## config.mk

```make
export PLATFORM = sky130hd
export DESIGN_NAME = register_tree_kv_cycled
export DESIGN_NICKNAME = d
export VERILOG_FILES = /design/src/rtl/register_tree_kv_cycled_pkg.sv /design/src/rtl/register_tree_kv_cycled_cas3.sv /design/src/rtl/register_tree_kv_cycled.sv
export SDC_FILE = /design/constraint.sdc
export NUM_CORES = 1
export LEC_CHECK = 0
export CAP_MARGIN = 25
export CORE_ASPECT_RATIO = 1.5
export CORE_MARGIN = 4
export CORE_UTILIZATION = 44
export DETAILED_ROUTE_END_ITERATION = 8
export PLACE_DENSITY = 0.6
export SETUP_SLACK_MARGIN = 0.1
export SLEW_MARGIN = 20
export SYNTH_ARGS = -nofsm -noshare
export SYNTH_HDL_FRONTEND = slang
export SYNTH_SLANG_ARGS = --single-unit
export TNS_END_PERCENT = 5
```

## constraint.sdc

```tcl
create_clock -name i_CLK -period 8.9 [get_ports i_CLK]
set_clock_uncertainty 0.2 [all_clocks]
set_input_delay 0.89 -clock i_CLK [delete_from_list [all_inputs] [get_ports i_CLK]]
set_output_delay 0.89 -clock i_CLK [all_outputs]
set_load 0.02 [all_outputs]
```

## src/rtl/register_tree_kv_cycled_pkg.sv

```systemverilog
// Shared types for the cycled key/value register-tree priority queue.
package register_tree_pkg;

    typedef enum logic {PHASE_EVEN, PHASE_ODD} phase_e;

    typedef enum logic [2:0] {OP_IDLE, OP_ENQ, OP_DEQ, OP_REPL, OP_DROP} op_e;

    // Tree level of a node index (root is level 0).
    function automatic int unsigned node_level(input int unsigned idx);
        return $clog2(idx + 2) - 1;
    endfunction

endpackage

```

## src/rtl/register_tree_kv_cycled_cas3.sv

```systemverilog
// Combinational compare-swap of one parent node with its two children.
module register_tree_cas3 #(
    parameter int unsigned KEY_WIDTH = 16,
    parameter int unsigned VAL_WIDTH = 8,
    parameter bit          MIN_FIRST = 1'b0
) (
    input  logic [KEY_WIDTH+VAL_WIDTH:0] parent,
    input  logic [KEY_WIDTH+VAL_WIDTH:0] left,
    input  logic [KEY_WIDTH+VAL_WIDTH:0] right,
    output logic [KEY_WIDTH+VAL_WIDTH:0] new_parent,
    output logic [KEY_WIDTH+VAL_WIDTH:0] new_left,
    output logic [KEY_WIDTH+VAL_WIDTH:0] new_right
);

    localparam int unsigned VB = KEY_WIDTH + VAL_WIDTH;

    // Node layout is {valid, key, val}; strict comparison keeps ties in place.
    function automatic logic beats(input logic [VB:0] a, input logic [VB:0] b);
        logic [KEY_WIDTH-1:0] ka;
        logic [KEY_WIDTH-1:0] kb;
        ka = a[VB-1 -: KEY_WIDTH];
        kb = b[VB-1 -: KEY_WIDTH];
        return a[VB] && (!b[VB] || (MIN_FIRST ? (ka < kb) : (ka > kb)));
    endfunction

    logic            right_wins;
    logic [VB:0]     winner;

    always_comb begin
        right_wins = beats(right, left);
        winner     = right_wins ? right : left;
        new_parent = parent;
        new_left   = left;
        new_right  = right;
        if (beats(winner, parent)) begin
            new_parent = winner;
            if (right_wins) new_right = parent;
            else            new_left  = parent;
        end
    end

endmodule

```

## src/rtl/register_tree_kv_cycled.sv

```systemverilog
// Key/value priority queue in a register tree; alternating-level compare-swaps settle the
// best entry into the root while no request is in flight.
module register_tree_kv_cycled
    import register_tree_pkg::*;
#(
    parameter int unsigned QUEUE_SIZE = 15,
    parameter int unsigned KEY_WIDTH  = 16,
    parameter int unsigned VAL_WIDTH  = 8,
    parameter bit          MIN_FIRST  = 1'b0,
    parameter bit          ENQ_ENA    = 1'b1
) (
    input  logic                              i_CLK,
    input  logic                              i_RSTn,
    input  logic                              i_wrt,
    input  logic                              i_read,
    input  logic [KEY_WIDTH-1:0]              i_key,
    input  logic [VAL_WIDTH-1:0]              i_val,
    output logic [KEY_WIDTH-1:0]              o_key,
    output logic [VAL_WIDTH-1:0]              o_val,
    output logic [$clog2(QUEUE_SIZE+1)-1:0]   o_size,
    output logic                              o_full,
    output logic                              o_empty,
    output logic                              o_stable,
    output logic                              o_drop
);

    localparam int unsigned TREE_DEPTH = $clog2(QUEUE_SIZE + 1);
    localparam int unsigned NODES      = (1 << TREE_DEPTH) - 1;
    localparam int unsigned PARENTS    = (1 << (TREE_DEPTH - 1)) - 1;
    localparam int unsigned PAR_N      = (PARENTS > 0) ? PARENTS : 1;
    localparam int unsigned CNT_W      = $clog2(2 * TREE_DEPTH + 1);
    localparam logic [CNT_W-1:0] SETTLE = CNT_W'(2 * TREE_DEPTH);

    typedef struct packed {
        logic                 valid;
        logic [KEY_WIDTH-1:0] key;
        logic [VAL_WIDTH-1:0] val;
    } node_t;

    node_t                   nodes_q    [NODES];
    node_t                   nodes_swap [NODES];
    node_t                   cas_p      [PAR_N];
    node_t                   cas_l      [PAR_N];
    node_t                   cas_r      [PAR_N];
    logic [TREE_DEPTH-1:0]   size_q;
    logic [CNT_W-1:0]        cnt_q;
    phase_e                  phase_q;
    logic                    drop_q;
    logic [TREE_DEPTH-1:0]   free_idx;
    logic                    full;
    logic                    empty;
    op_e                     op;

    for (genvar g = 0; g < PARENTS; g++) begin : g_cas
        register_tree_cas3 #(
            .KEY_WIDTH (KEY_WIDTH),
            .VAL_WIDTH (VAL_WIDTH),
            .MIN_FIRST (MIN_FIRST)
        ) u_cas (
            .parent     (nodes_q[g]),
            .left       (nodes_q[2*g+1]),
            .right      (nodes_q[2*g+2]),
            .new_parent (cas_p[g]),
            .new_left   (cas_l[g]),
            .new_right  (cas_r[g])
        );
    end

    // Triples on same-parity levels never share nodes, so one phase applies them all at once.
    always_comb begin
        nodes_swap = nodes_q;
        for (int i = 0; i < PARENTS; i++) begin
            if ((node_level(i) % 2 == 1) == (phase_q == PHASE_ODD)) begin
                nodes_swap[i]     = cas_p[i];
                nodes_swap[2*i+1] = cas_l[i];
                nodes_swap[2*i+2] = cas_r[i];
            end
        end
    end

    always_comb begin
        free_idx = '0;
        for (int i = NODES - 1; i >= 0; i--) begin
            if (!nodes_q[i].valid) free_idx = TREE_DEPTH'(i);
        end
    end

    assign full  = (size_q == TREE_DEPTH'(QUEUE_SIZE));
    assign empty = (size_q == '0);

    always_comb begin
        op = OP_IDLE;
        if (i_wrt && i_read)  op = OP_REPL;
        else if (i_wrt)       op = (ENQ_ENA && !full) ? OP_ENQ : OP_DROP;
        else if (i_read)      op = empty ? OP_DROP : OP_DEQ;
    end

    always_ff @(posedge i_CLK or negedge i_RSTn) begin
        if (!i_RSTn) begin
            for (int i = 0; i < NODES; i++) nodes_q[i] <= '0;
            size_q  <= '0;
            cnt_q   <= '0;
            phase_q <= PHASE_EVEN;
            drop_q  <= 1'b0;
        end else begin
            drop_q <= (op == OP_DROP);
            unique case (op)
                OP_ENQ: begin
                    nodes_q[free_idx] <= node_t'{valid: 1'b1, key: i_key, val: i_val};
                    size_q            <= size_q + 1'b1;
                    cnt_q             <= SETTLE;
                    phase_q           <= PHASE_EVEN;
                end
                OP_DEQ: begin
                    nodes_q[0] <= '0;
                    size_q     <= size_q - 1'b1;
                    cnt_q      <= SETTLE;
                    phase_q    <= PHASE_EVEN;
                end
                OP_REPL: begin
                    nodes_q[0] <= node_t'{valid: 1'b1, key: i_key, val: i_val};
                    if (empty) size_q <= TREE_DEPTH'(1);
                    cnt_q      <= SETTLE;
                    phase_q    <= PHASE_EVEN;
                end
                OP_IDLE: begin
                    nodes_q <= nodes_swap;
                    cnt_q   <= (cnt_q != '0) ? cnt_q - 1'b1 : cnt_q;
                    phase_q <= (phase_q == PHASE_EVEN) ? PHASE_ODD : PHASE_EVEN;
                end
                default: ;  // rejected request: only the drop flag moves
            endcase
        end
    end

    assign o_key    = nodes_q[0].key;
    assign o_val    = nodes_q[0].val;
    assign o_size   = size_q;
    assign o_full   = full;
    assign o_empty  = empty;
    assign o_stable = (cnt_q == '0);
    assign o_drop   = drop_q;

endmodule

```

**Run 1: a small window of the routed layout**

Bar = 5 um. Window x 95 to 115, y 207 to 227 um. Cells in grey, sequential cells in the stronger grey; small squares are vias.
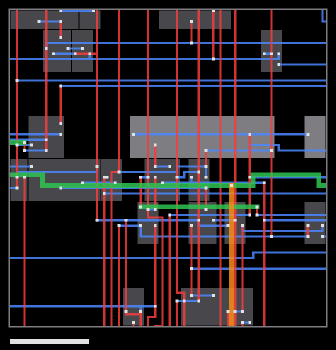
met2: drawn in red. met4: drawn in orange. met3: drawn in green. met1: drawn in blue.
Most frequent: nand2_1 (6), o21ai_0 (2), ha_1 (2). Netlist names of flops here include o_key (1). 15 logic cells have their middle in the window. Sequential cells in the window: 1.

**Run 1: wire density map**

The die is cut into 21 by 31 equal tiles; white is low, dark blue is high, scaled to the fullest tile. Values are wire area over tile area, all layers added.
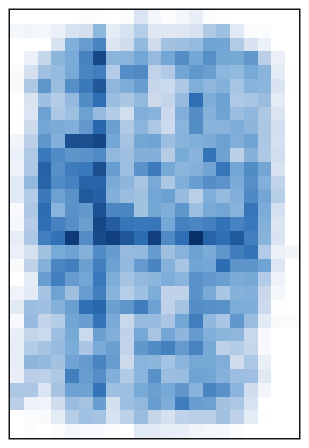
33% of the tiles are over half the peak. The fullest tile reaches 0.63. The emptiest ninth of the die: lower right. The mean over all tiles is 0.24. 11% of the tiles are nearly empty.
detailed-route wire length per cell: 25.8 um
Routed Wire Length: 95700 um
overall fraction of global-route tracks in use: 28.8%

**Run 1: selected gate families**

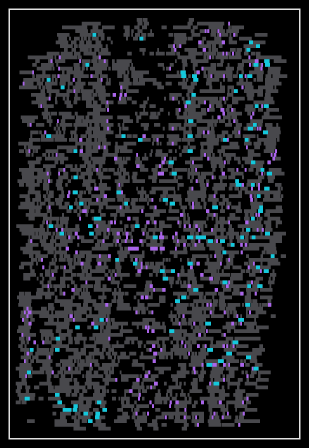
NOR gates: drawn in purple, cells 348, most used nor2_1, where widely spread. AND-OR and OR-AND gates: drawn in cyan, cells 120, where widely spread.
multi-input gate share of the layout cell area: 52.9%
Commonest Layout Cell: dfrtp_1
final cell count without fillers: 3716

**Run 1: clock wiring as the flow saved it**

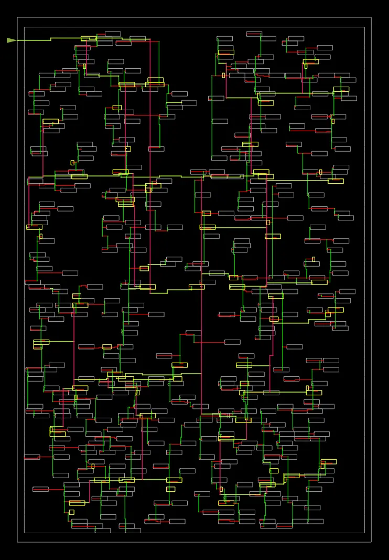
seq_cells: 385
P_clk: 1.89 mW
Inserted Clock Buffers: 44
Late-Pin Clk Latency: 590 ps

run 1: kinds of logic (layout without fill, tap and decap cells):
group	Yosys count	in the layout	synth area share, %
AND-OR/OR-AND	922	922	22.3
AND/OR/NAND/NOR	668	668	11.1
buffers and inverters	418	391	6.36
flip-flops	385	385	35.9
multiplexers	329	329	13.4
adder cells (fa/ha/maj)	232	232	10.8
XOR/XNOR	5	5	0.163
run 1: synthesized netlist by cell type, types with 55 or more instances:
library cell,instances,area [sq um]
nand2_1,207,777
ha_1,231,2890
nor2_1,263,987
a31oi_1,55,344
a21oi_1,268,1340
dfrtp_1,385,9630
a22oi_1,92,691
mux2i_1,155,1550
inv_1,198,743
o21ai_0,200,1000
mux2_2,154,1730
clkbuf_1,159,597
run 1: flip-flops by register name, summed over array words and instances, names as in the netlist:
register  flops
cnt_q         4
o_val         8
o_size        4
nodes_q     351
o_drop        1
phase_q       1
o_key        16
run 1: metrics by stage:
stage	total power, mW	cell area, sq um
2_1_floorplan	7.56	26800
3_3_place_gp	9.66	28000
3_5_place_dp	9.82	28000
4_1_cts	11.7	29500
5_1_grt	12.6	29600
6_report	11.8	29600
run 1: metal layers:
metal | track usage [%] | wire length (um)
met1 | 37.1 | 39200
met2 | 49.4 | 46500
met3 | 3.84 | 5780
met4 | 11.3 | 4250
met5 | 0 | 0
run 1: worst min path at each step:
stage / to / slack [ps] / cells after the start
global route: nodes_q[301] / 240 / 1
detailed placement: nodes_q[32] / 270 / 2
CTS: nodes_q[29] / 200 / 1
finish: nodes_q[53] / 150 / 1
global placement: nodes_q[26] / 260 / 2
floorplan: nodes_q[25] / 250 / 2
run 1: power by group:
part | internal, mW | switching [mW]
Clock | 1.09 | 0.797
Sequential | 2.43 | 0.735
Combinational | 2.70 | 4.04
==> results.sh, run 1 <==
# physical design summary
export IMPL_hold_viol_final=0
export IMPL_grt_pass1_wl_um=146000
export IMPL_critPathArrivalTime_ps=6760
export IMPL_clockBufferDepth=3
export IMPL_final_util_pct=49.1
export IMPL_status="completed"
export IMPL_tapCellCount=784
export IMPL_n_antenna_cell=0
export IMPL_cts_hold_buf=0
export IMPL_antenna_found_initial=0
export IMPL_nNonClkBuffers=111
export IMPL_worst_path_stages=17
export IMPL_cts_tree="built"
export IMPL_via_per_inst=6.35
export IMPL_logic_area_sq_um=15700
export IMPL_grt_pass1_vias=23900
export IMPL_drt_iter0_markers=2031
export IMPL_warnings=34
export IMPL_synth_flops=385
export IMPL_hpwl_um=69700
export IMPL_path_clk_slew_ps=60
export IMPL_most_common_layout_cells="dfrtp_1, a21oi_1, nor2_1"
export IMPL_coreArea_sq_um=60300
export IMPL_io_pins=60
export IMPL_cp_end_kind="flop"
export IMPL_relSlewSlack_pct=31.3
**Run 1: pin placement**

Bar = 50 um. Pins as bars across the die edge, other pins in grey.
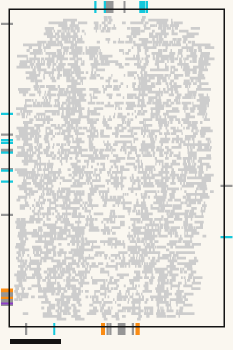

==> run 2: changes to the inputs <==
- PLACE_DENSITY: 0.6 -> 0.62
- clock period: 8.9 -> 5.75 ns (I/O delays scaled with it)
**Run 2: pin placement**

Bar = 50 um. Pins as bars across the die edge, other pins in grey.
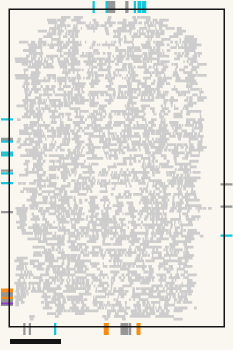
i_val: drawn in orange, pins 8, direction input, edge 5 bottom, 3 left. i_wrt: drawn in purple, pins 1, direction input, edge left. i_key: drawn in cyan, pins 16, direction input, edge 8 top, 6 left, 1 bottom, 1 right.
Buffers on Ports: 59
Die Y: 310 um
die width: 210 um

==> run 2 against run 1 <==
Against the previous run: total power up 57%; first-iteration DRC count grew 14%; die size unchanged; worst hold slack better by 130 ps; area after synthesis stayed put; maximum frequency increased by 13%; design area rose by 1.8%; via count up 0.50%; setup slack got worse by 2400 ps; critical path depth increased by 1; flip-flop count stayed put; combinational power rose by about 60%.
==> results.sh, run 2 <==
# physical design summary
export IMPL_io_pins=60
export IMPL_status="completed"
export IMPL_largest_register_ffs=351
export IMPL_cts_made_buffers=42
export IMPL_intPower_mw=9.98
export IMPL_warnings=37
export IMPL_most_common_layout_cells="dfrtp_1, a21oi_1, nor2_1"
export IMPL_synth_flops=385
export IMPL_synth_area_leader_cell="dfrtp_1"
export IMPL_n_antenna_cell=0
export IMPL_clkPwrFrac_pct=15.7
export IMPL_cp_end_kind="flop"
export IMPL_hold_viol_final=0
export IMPL_via_per_inst=6.30
export IMPL_logic_area_sq_um=15700
export IMPL_p_sw_mw=8.59
export IMPL_p_seq_share_pct=26.2
export IMPL_top_cell_area_share_pct=35.9
export IMPL_drt_iter0_markers=2322
export IMPL_largest_register="nodes_q"
**Run 2: wire density map**

The die is cut into 21 by 31 equal tiles; white is low, dark blue is high, scaled to the fullest tile. Values are wire area over tile area, all layers added.
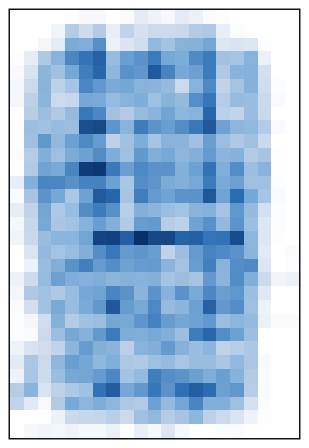
14% of the tiles are nearly empty. The densest ninth of the die: centre. The fullest tile reaches 0.64. 31% of the tiles are over half the peak. The mean over all tiles is 0.23.
Routed Wire Length: 92800 um
detailed-route wire length per cell: 24.7 um

-- run 2: final cells by class --
type	instances	area share (%)
repair buffers	159	5.47
flip-flops and latches	385	32.0
clock inverters	21	0.847
multi-input cells	2156	52.0
clock buffers	57	3.97
well taps	784	3.25
inverters	199	2.48
-- run 2: through the flow --
step	utilization [%]	hold WS [ps]	area, sq um	worst slack, ps
2_1_floorplan	-	79.4	26800	727
3_3_place_gp	47.3	260	28500	94.5
3_5_place_dp	47.5	274	28600	49.9
4_1_cts	49.9	288	30100	172
5_1_grt	50.0	319	30100	117
6_report	50.0	283	30100	18.6
-- run 2: power groups by stage --
stage          sequential (mW)  clock (mW)  combinational (mW)
2_1_floorplan             4.44           0                7.26
3_3_place_gp              4.84           0                10.4
3_5_place_dp              4.87           0                10.6
4_1_cts                   4.83        2.97                10.7
5_1_grt                   4.99        3.06                11.8
6_report                  4.86        2.92                10.8
-- run 2: logic make-up (layout without fill, tap and decap cells) --
group	Yosys count	in the layout	share of synthesized area, %
buffers and inverters	418	436	6.36
muxes	329	329	13.4
adders and majority gates	232	232	10.8
xor gates and xnor gates	5	5	0.163
AOI/OAI and AO/OA	922	922	22.3
and+or+nand+nor	668	668	11.1
DFF	385	385	35.9
-- run 2: worst max-delay path, cell delays in order (launching register included) --
cell and delay, ps:
dfrtp_1 370, inv_1 50, ha_1 300, nand4_1 370, a2111o_1 590, a31oi_4 520, mux2_2 430, ha_1 310
nand4_1 200, nor4_1 600, buf_4 210, a41o_1 170, a31oi_1 40, buf_4 190, nand2_1 60, a21oi_1 80
o21ai_2 210, buf_4 310, mux2_2 380
-- run 2: layer usage --
metal,GRT usage (%),wire length [um]
met1,35.0,37100
met2,47.3,45200
met3,3.50,5780
met4,12.9,4700
met5,0,0
Power is estimated from default activity; no workload was simulated.
